==> images/ff_map.png <==
(1 px per micron)
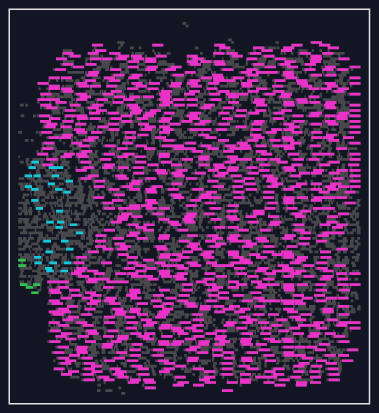
==> images/route_heat.png <==
(1 px per micron) The die is cut into 36 by 39 equal tiles; black is low, pale yellow is high, scaled to the fullest tile. Values are wire area over tile area, all layers added.
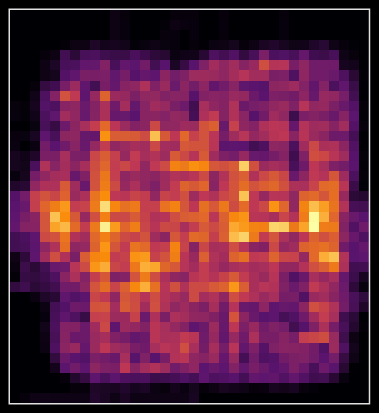
==> images/clock_nets.png <==
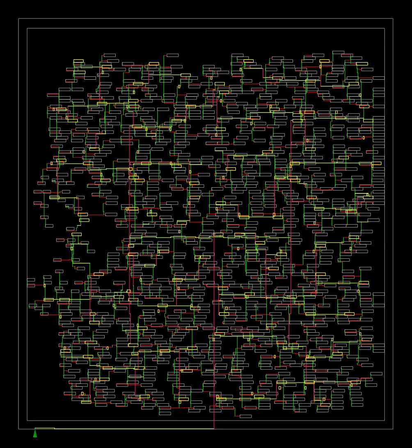
==> images/m3.png <==
(1 px per micron)
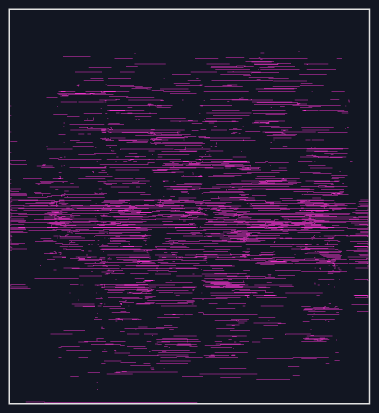
### src/rtl/regfile_scoreboard_if.sv
// ----------------------------------------------------------------------------
// regfile_scoreboard_if
//   Bundles the register-file/scoreboard signals shared by decode/issue,
//   writeback and hazard logic. clk and reset stay outside as plain ports.
//
//   Handshake semantics: every strobe here (wr_en, issue_en, flush) is a
//   single-cycle command qualified only by itself and sampled at the rising
//   clock edge. There is no backpressure; the register file always accepts.
//   Read ports are pure combinational lookups with no strobe.
//
//   Signals
//     rd_addr    NRD*AW    read addresses, port k = [k*AW +: AW]
//     rd_data    NRD*XLEN  read data,      port k = [k*XLEN +: XLEN]
//     rd_busy    NRD       pending-result flag per read port
//     wr_en/wr_addr/wr_data    writeback command
//     issue_en/issue_addr      mark destination busy
//     flush      clear all busy bits, data kept
//     busy_count number of busy registers
//   Modports: master = pipeline side, slave = register file.
// ----------------------------------------------------------------------------
interface regfile_scoreboard_if #(
   parameter int XLEN  = 32,
   parameter int NREGS = 32,
   parameter int NRD   = 2
);
   localparam int AW = (NREGS > 2) ? $clog2(NREGS) : 1;
   localparam int CW = $clog2(NREGS + 1);

   logic [NRD*AW-1:0]   rd_addr;
   logic [NRD*XLEN-1:0] rd_data;
   logic [NRD-1:0]      rd_busy;
   logic                wr_en;
   logic [AW-1:0]       wr_addr;
   logic [XLEN-1:0]     wr_data;
   logic                issue_en;
   logic [AW-1:0]       issue_addr;
   logic                flush;
   logic [CW-1:0]       busy_count;

   modport master (
      output rd_addr, wr_en, wr_addr, wr_data, issue_en, issue_addr, flush,
      input  rd_data, rd_busy, busy_count
   );

   modport slave (
      input  rd_addr, wr_en, wr_addr, wr_data, issue_en, issue_addr, flush,
      output rd_data, rd_busy, busy_count
   );
endinterface

### src/rtl/regfile_scoreboard.sv
// ----------------------------------------------------------------------------
// regfile_scoreboard
//   Multi-read-port architectural register file with a per-register busy
//   scoreboard and optional same-cycle writeback bypass.
//
//   Ports
//     clk    rising-edge clock
//     reset  synchronous, active-high; clears data, busy bits and count
//     bus    regfile_scoreboard_if.slave (reads, writeback, issue, flush,
//            busy_count). XLEN/NREGS/NRD must match the interface instance.
//
//   Parameters
//     ZERO_REG  1: register 0 reads as zero and can never become busy
//     BYPASS    1: a writeback in flight is forwarded to matching read ports
// ----------------------------------------------------------------------------
module regfile_scoreboard #(
   parameter int XLEN     = 32,
   parameter int NREGS    = 32,
   parameter int NRD      = 2,
   parameter int ZERO_REG = 1,
   parameter int BYPASS   = 1
) (
   input  logic                 clk,
   input  logic                 reset,
   regfile_scoreboard_if.slave  bus
);
   localparam int AW = (NREGS > 2) ? $clog2(NREGS) : 1;
   localparam int CW = $clog2(NREGS + 1);

   logic [XLEN-1:0]     regs_q [NREGS];
   logic [NREGS-1:0]    busy_q;
   logic [NREGS-1:0]    busy_d;
   logic [CW-1:0]       busy_count_q;
   logic [CW-1:0]       busy_count_d;
   logic                wr_ok;
   logic                iss_ok;
   logic [AW-1:0]       rd_a;
   logic [NRD*XLEN-1:0] rd_data_d;
   logic [NRD-1:0]      rd_busy_d;

   // Addresses that are not real storage: the hardwired zero register and
   // anything past NREGS (NREGS need not be a power of two). The widening
   // cast keeps the range test meaningful for every NREGS.
   function automatic logic excluded(input logic [AW-1:0] addr);
      return ((ZERO_REG != 0) && (addr == '0)) || (32'(addr) >= 32'(NREGS));
   endfunction

   assign wr_ok  = bus.wr_en    && !excluded(bus.wr_addr);
   assign iss_ok = bus.issue_en && !excluded(bus.issue_addr);

   // Later assignments win: issue set > writeback clear > flush clear.
   always_comb begin
      busy_d = busy_q;
      if (bus.flush) busy_d = '0;
      if (wr_ok)     busy_d[bus.wr_addr]    = 1'b0;
      if (iss_ok)    busy_d[bus.issue_addr] = 1'b1;
   end

   // Count is taken from next-state busy so it moves on the same edge.
   always_comb begin
      busy_count_d = '0;
      for (int i = 0; i < NREGS; i++) begin
         busy_count_d = busy_count_d + CW'(busy_d[i]);
      end
   end

   always_ff @(posedge clk) begin
      if (reset) begin
         for (int i = 0; i < NREGS; i++) begin
            regs_q[i] <= '0;
         end
         busy_q       <= '0;
         busy_count_q <= '0;
      end else begin
         if (wr_ok) regs_q[bus.wr_addr] <= bus.wr_data;
         busy_q       <= busy_d;
         busy_count_q <= busy_count_d;
      end
   end

   // Read ports. Issue is deliberately never forwarded: a freshly issued
   // destination only shows busy from the following cycle.
   always_comb begin
      rd_data_d = '0;
      rd_busy_d = '0;
      rd_a      = '0;
      for (int k = 0; k < NRD; k++) begin
         rd_a = bus.rd_addr[k*AW +: AW];
         if (!excluded(rd_a)) begin
            if ((BYPASS != 0) && wr_ok && (bus.wr_addr == rd_a)) begin
               rd_data_d[k*XLEN +: XLEN] = bus.wr_data;
               rd_busy_d[k]              = 1'b0;
            end else begin
               rd_data_d[k*XLEN +: XLEN] = regs_q[rd_a];
               rd_busy_d[k]              = busy_q[rd_a];
            end
         end
      end
   end

   assign bus.rd_data    = rd_data_d;
   assign bus.rd_busy    = rd_busy_d;
   assign bus.busy_count = busy_count_q;
endmodule
### src/flat_wrapper.sv
// flat-port wrapper written by rule: the top's interface ports become plain ports
module regfile_scoreboard_flat 
#(
   parameter int XLEN     = 32,
   parameter int NREGS    = 32,
   parameter int NRD      = 2,
   parameter int ZERO_REG = 1,
   parameter int BYPASS   = 1
)
  (clk, reset, bus_rd_addr, bus_wr_en, bus_wr_addr, bus_wr_data, bus_issue_en, bus_issue_addr, bus_flush, bus_rd_data, bus_rd_busy, bus_busy_count);
  regfile_scoreboard_if #(.XLEN(XLEN), .NREGS(NREGS), .NRD(NRD)) bus_i ();
  input  logic clk;
  input  logic reset;
  input wire logic [$bits(bus_i.rd_addr)-1:0] bus_rd_addr;
  input wire logic [$bits(bus_i.wr_en)-1:0] bus_wr_en;
  input wire logic [$bits(bus_i.wr_addr)-1:0] bus_wr_addr;
  input wire logic [$bits(bus_i.wr_data)-1:0] bus_wr_data;
  input wire logic [$bits(bus_i.issue_en)-1:0] bus_issue_en;
  input wire logic [$bits(bus_i.issue_addr)-1:0] bus_issue_addr;
  input wire logic [$bits(bus_i.flush)-1:0] bus_flush;
  output wire logic [$bits(bus_i.rd_data)-1:0] bus_rd_data;
  output wire logic [$bits(bus_i.rd_busy)-1:0] bus_rd_busy;
  output wire logic [$bits(bus_i.busy_count)-1:0] bus_busy_count;
  assign bus_i.rd_addr = bus_rd_addr;
  assign bus_i.wr_en = bus_wr_en;
  assign bus_i.wr_addr = bus_wr_addr;
  assign bus_i.wr_data = bus_wr_data;
  assign bus_i.issue_en = bus_issue_en;
  assign bus_i.issue_addr = bus_issue_addr;
  assign bus_i.flush = bus_flush;
  assign bus_rd_data = bus_i.rd_data;
  assign bus_rd_busy = bus_i.rd_busy;
  assign bus_busy_count = bus_i.busy_count;
  regfile_scoreboard #(.XLEN(XLEN), .NREGS(NREGS), .NRD(NRD), .ZERO_REG(ZERO_REG), .BYPASS(BYPASS)) u_core (.clk(clk), .reset(reset), .bus(bus_i));
endmodule
### config.mk
export PLATFORM = sky130hd
export DESIGN_NAME = regfile_scoreboard_flat
export DESIGN_NICKNAME = d
export VERILOG_FILES = /design/src/rtl/regfile_scoreboard_if.sv /design/src/rtl/regfile_scoreboard.sv /design/src/flat_wrapper.sv
export SDC_FILE = /design/constraint.sdc
export NUM_CORES = 2
export LEC_CHECK = 0
export ABC_AREA = 0
export CAP_MARGIN = 20
export CORE_ASPECT_RATIO = 1.1
export CORE_MARGIN = 8
export CORE_UTILIZATION = 45
export DETAILED_ROUTE_END_ITERATION = 8
export GPL_TIMING_DRIVEN = 1
export SYNTH_ARGS = -nofsm -noshare
export SYNTH_HDL_FRONTEND = slang
export SYNTH_SLANG_ARGS = --single-unit
### constraint.sdc
create_clock -name clk -period 19.2 [get_ports clk]
set_input_delay 5.76 -clock clk [delete_from_list [all_inputs] [get_ports clk]]
set_output_delay 5.76 -clock clk [all_outputs]
set_load 0.01 [all_outputs]
==> out/summary.json <==
{
  "outcome": {
    "status": "completed"
  },
  "setup_path": {
    "reg2regPathDepth": 18,
    "timing.critical_path.to_type": "primary output",
    "timing.critical_path.arrival_ps": 10110,
    "cpMaxStageDelayCell": "o31ai_1",
    "worst-r2r-setup-slack_ps": 13850,
    "path_max_fanout": 32,
    "cp_data_required_time_ps": 13440,
    "crit-reg2reg-launch": "u_core.busy_q[0]",
    "cp_cell_sequence": "clkdlybuf4s50_1, or3_1, o2111ai_1, o21ba_2, buf_4, o21ai_0, o31ai_1, clkdlybuf4s50_1"
  },
  "final_timing": {
    "rsz0062_at_grt": "no",
    "holdWs_ps": 559,
    "setup_viol": 0,
    "worst_slew_pin_tran_ps": 1210,
    "slew_headroom_pct": 19.3
  },
  "finish": {
    "area.growth.synth_to_final_pct": 11.4,
    "finish.instance_area_sq_um": 64800,
    "top_layout_cell": "edfxtp_1",
    "max_flop_register": "u_core.regs_q",
    "clock_tree_area_fraction_pct": 5.52,
    "inverters": 30,
    "signal_buffer_area_fraction_pct": 3.79
  },
  "cts": {
    "cts-hold-fix-buffers": 0,
    "max_root_sink_buffers": 3,
    "clock_tree.root_cell": "clkbuf_16",
    "post_cts.repair.setup_buffers": 0
  },
  "die": {
    "core_region_area_sq_um": 128000,
    "floorplanUtilization_pct": 45.2,
    "die_footprint_sq_um": 141000,
    "nWellTaps": 1680,
    "die_w_microns": 359
  },
  "routing": {
    "drt_pre_antenna_iters": 6,
    "drtIter0Drc": 5950,
    "detail_route.drc_violations": 0,
    "wl_met3_microns": 23900,
    "dr_wl_met2_microns": 95900,
    "top_layer": "met4"
  },
  "synth": {
    "seq_area_frac_synth_pct": 54.2,
    "synth_area_per_cell_sq_um": 13.9,
    "muxShareOfSynthArea_pct": 20.9,
    "synth.cells.most_frequent": "edfxtp_1 (1024), and2_1 (997), mux4_2 (370), mux2i_1 (321), clkbuf_1 (297)",
    "yosys_area_sq_um": 58100,
    "synth.cellmix.compoundShare_pct": 6.18,
    "synthXorXnorAreaFrac_pct": 0.181,
    "synthArstFlopShare_pct": 0,
    "synthSimpleGateAreaFrac_pct": 13.9,
    "syn_inst": 4183,
    "post-synth-top-area-cell": "edfxtp_1",
    "netlist.area_leader.share_pct": 52.9,
    "synth_stat.cells": 4183,
    "topCombFamilyByArea": "multiplexers"
  },
  "placement": {
    "placed_cells_incl_taps": 5718,
    "numPortBuffers": 128,
    "pre_cts_slack_ps": 3650
  },
  "pwr": {
    "power-top-group": "sequential cells",
    "power.internal_uw": 4200,
    "comb_power_share_pct": 13.6,
    "switchingPower_uw": 1470,
    "clockNetworkPower_uw": 2170
  },
  "grt": {
    "maximum_number_of_pins_on_one_net_before_global_route_repair": 98,
    "grtUsageMet2_pct": 45.2,
    "grt_use_met1_pct": 40.6,
    "number_of_global_route_vias_before_repair": 38700,
    "grt_pass1_wl_microns": 293000
  },
  "hold_path": {
    "hold_end": "u_core.busy_q[1]",
    "timing.hold.worst.start": "u_core.busy_q[1]",
    "worst_hold_path_stage_count": 2
  }
}
About ff_map.png:
[cyan] u_core.busy_q | placed flops: 32 | where: middle left
[magenta] u_core.regs_q | placed flops: 1024 | where: all over the die
[green] u_core.bus.busy_count | placed flops: 6
proportion of cell area occupied by registers: 48.7%
sequential cell power: 2730 uW
footprint of the flip-flops and latches: 31500 sq um
final design utilization: 50.4%

About route_heat.png:
tiles over half the peak: 22%
mean over tiles: 0.25
fullest tile: 0.79
nearly empty tiles: 16%
emptiest ninth of the die: upper left
densest ninth of the die: center

About clock_nets.png:
Seq Cell Count: 1062
Clock buffer cells: 168
insertion delay to the later sink of the worst-skew pair: 720 ps
Clock Skews: 15.5 ps
cts bufs inserted: 117

About m3.png:
main direction: horizontal
longest straight run: 156 microns
share of all routed wire: 11%
wire length on this layer: 23.9 mm
Vias: 39200
Total Wirelength: 210000 microns

Power is estimated from default activity; no workload was simulated.
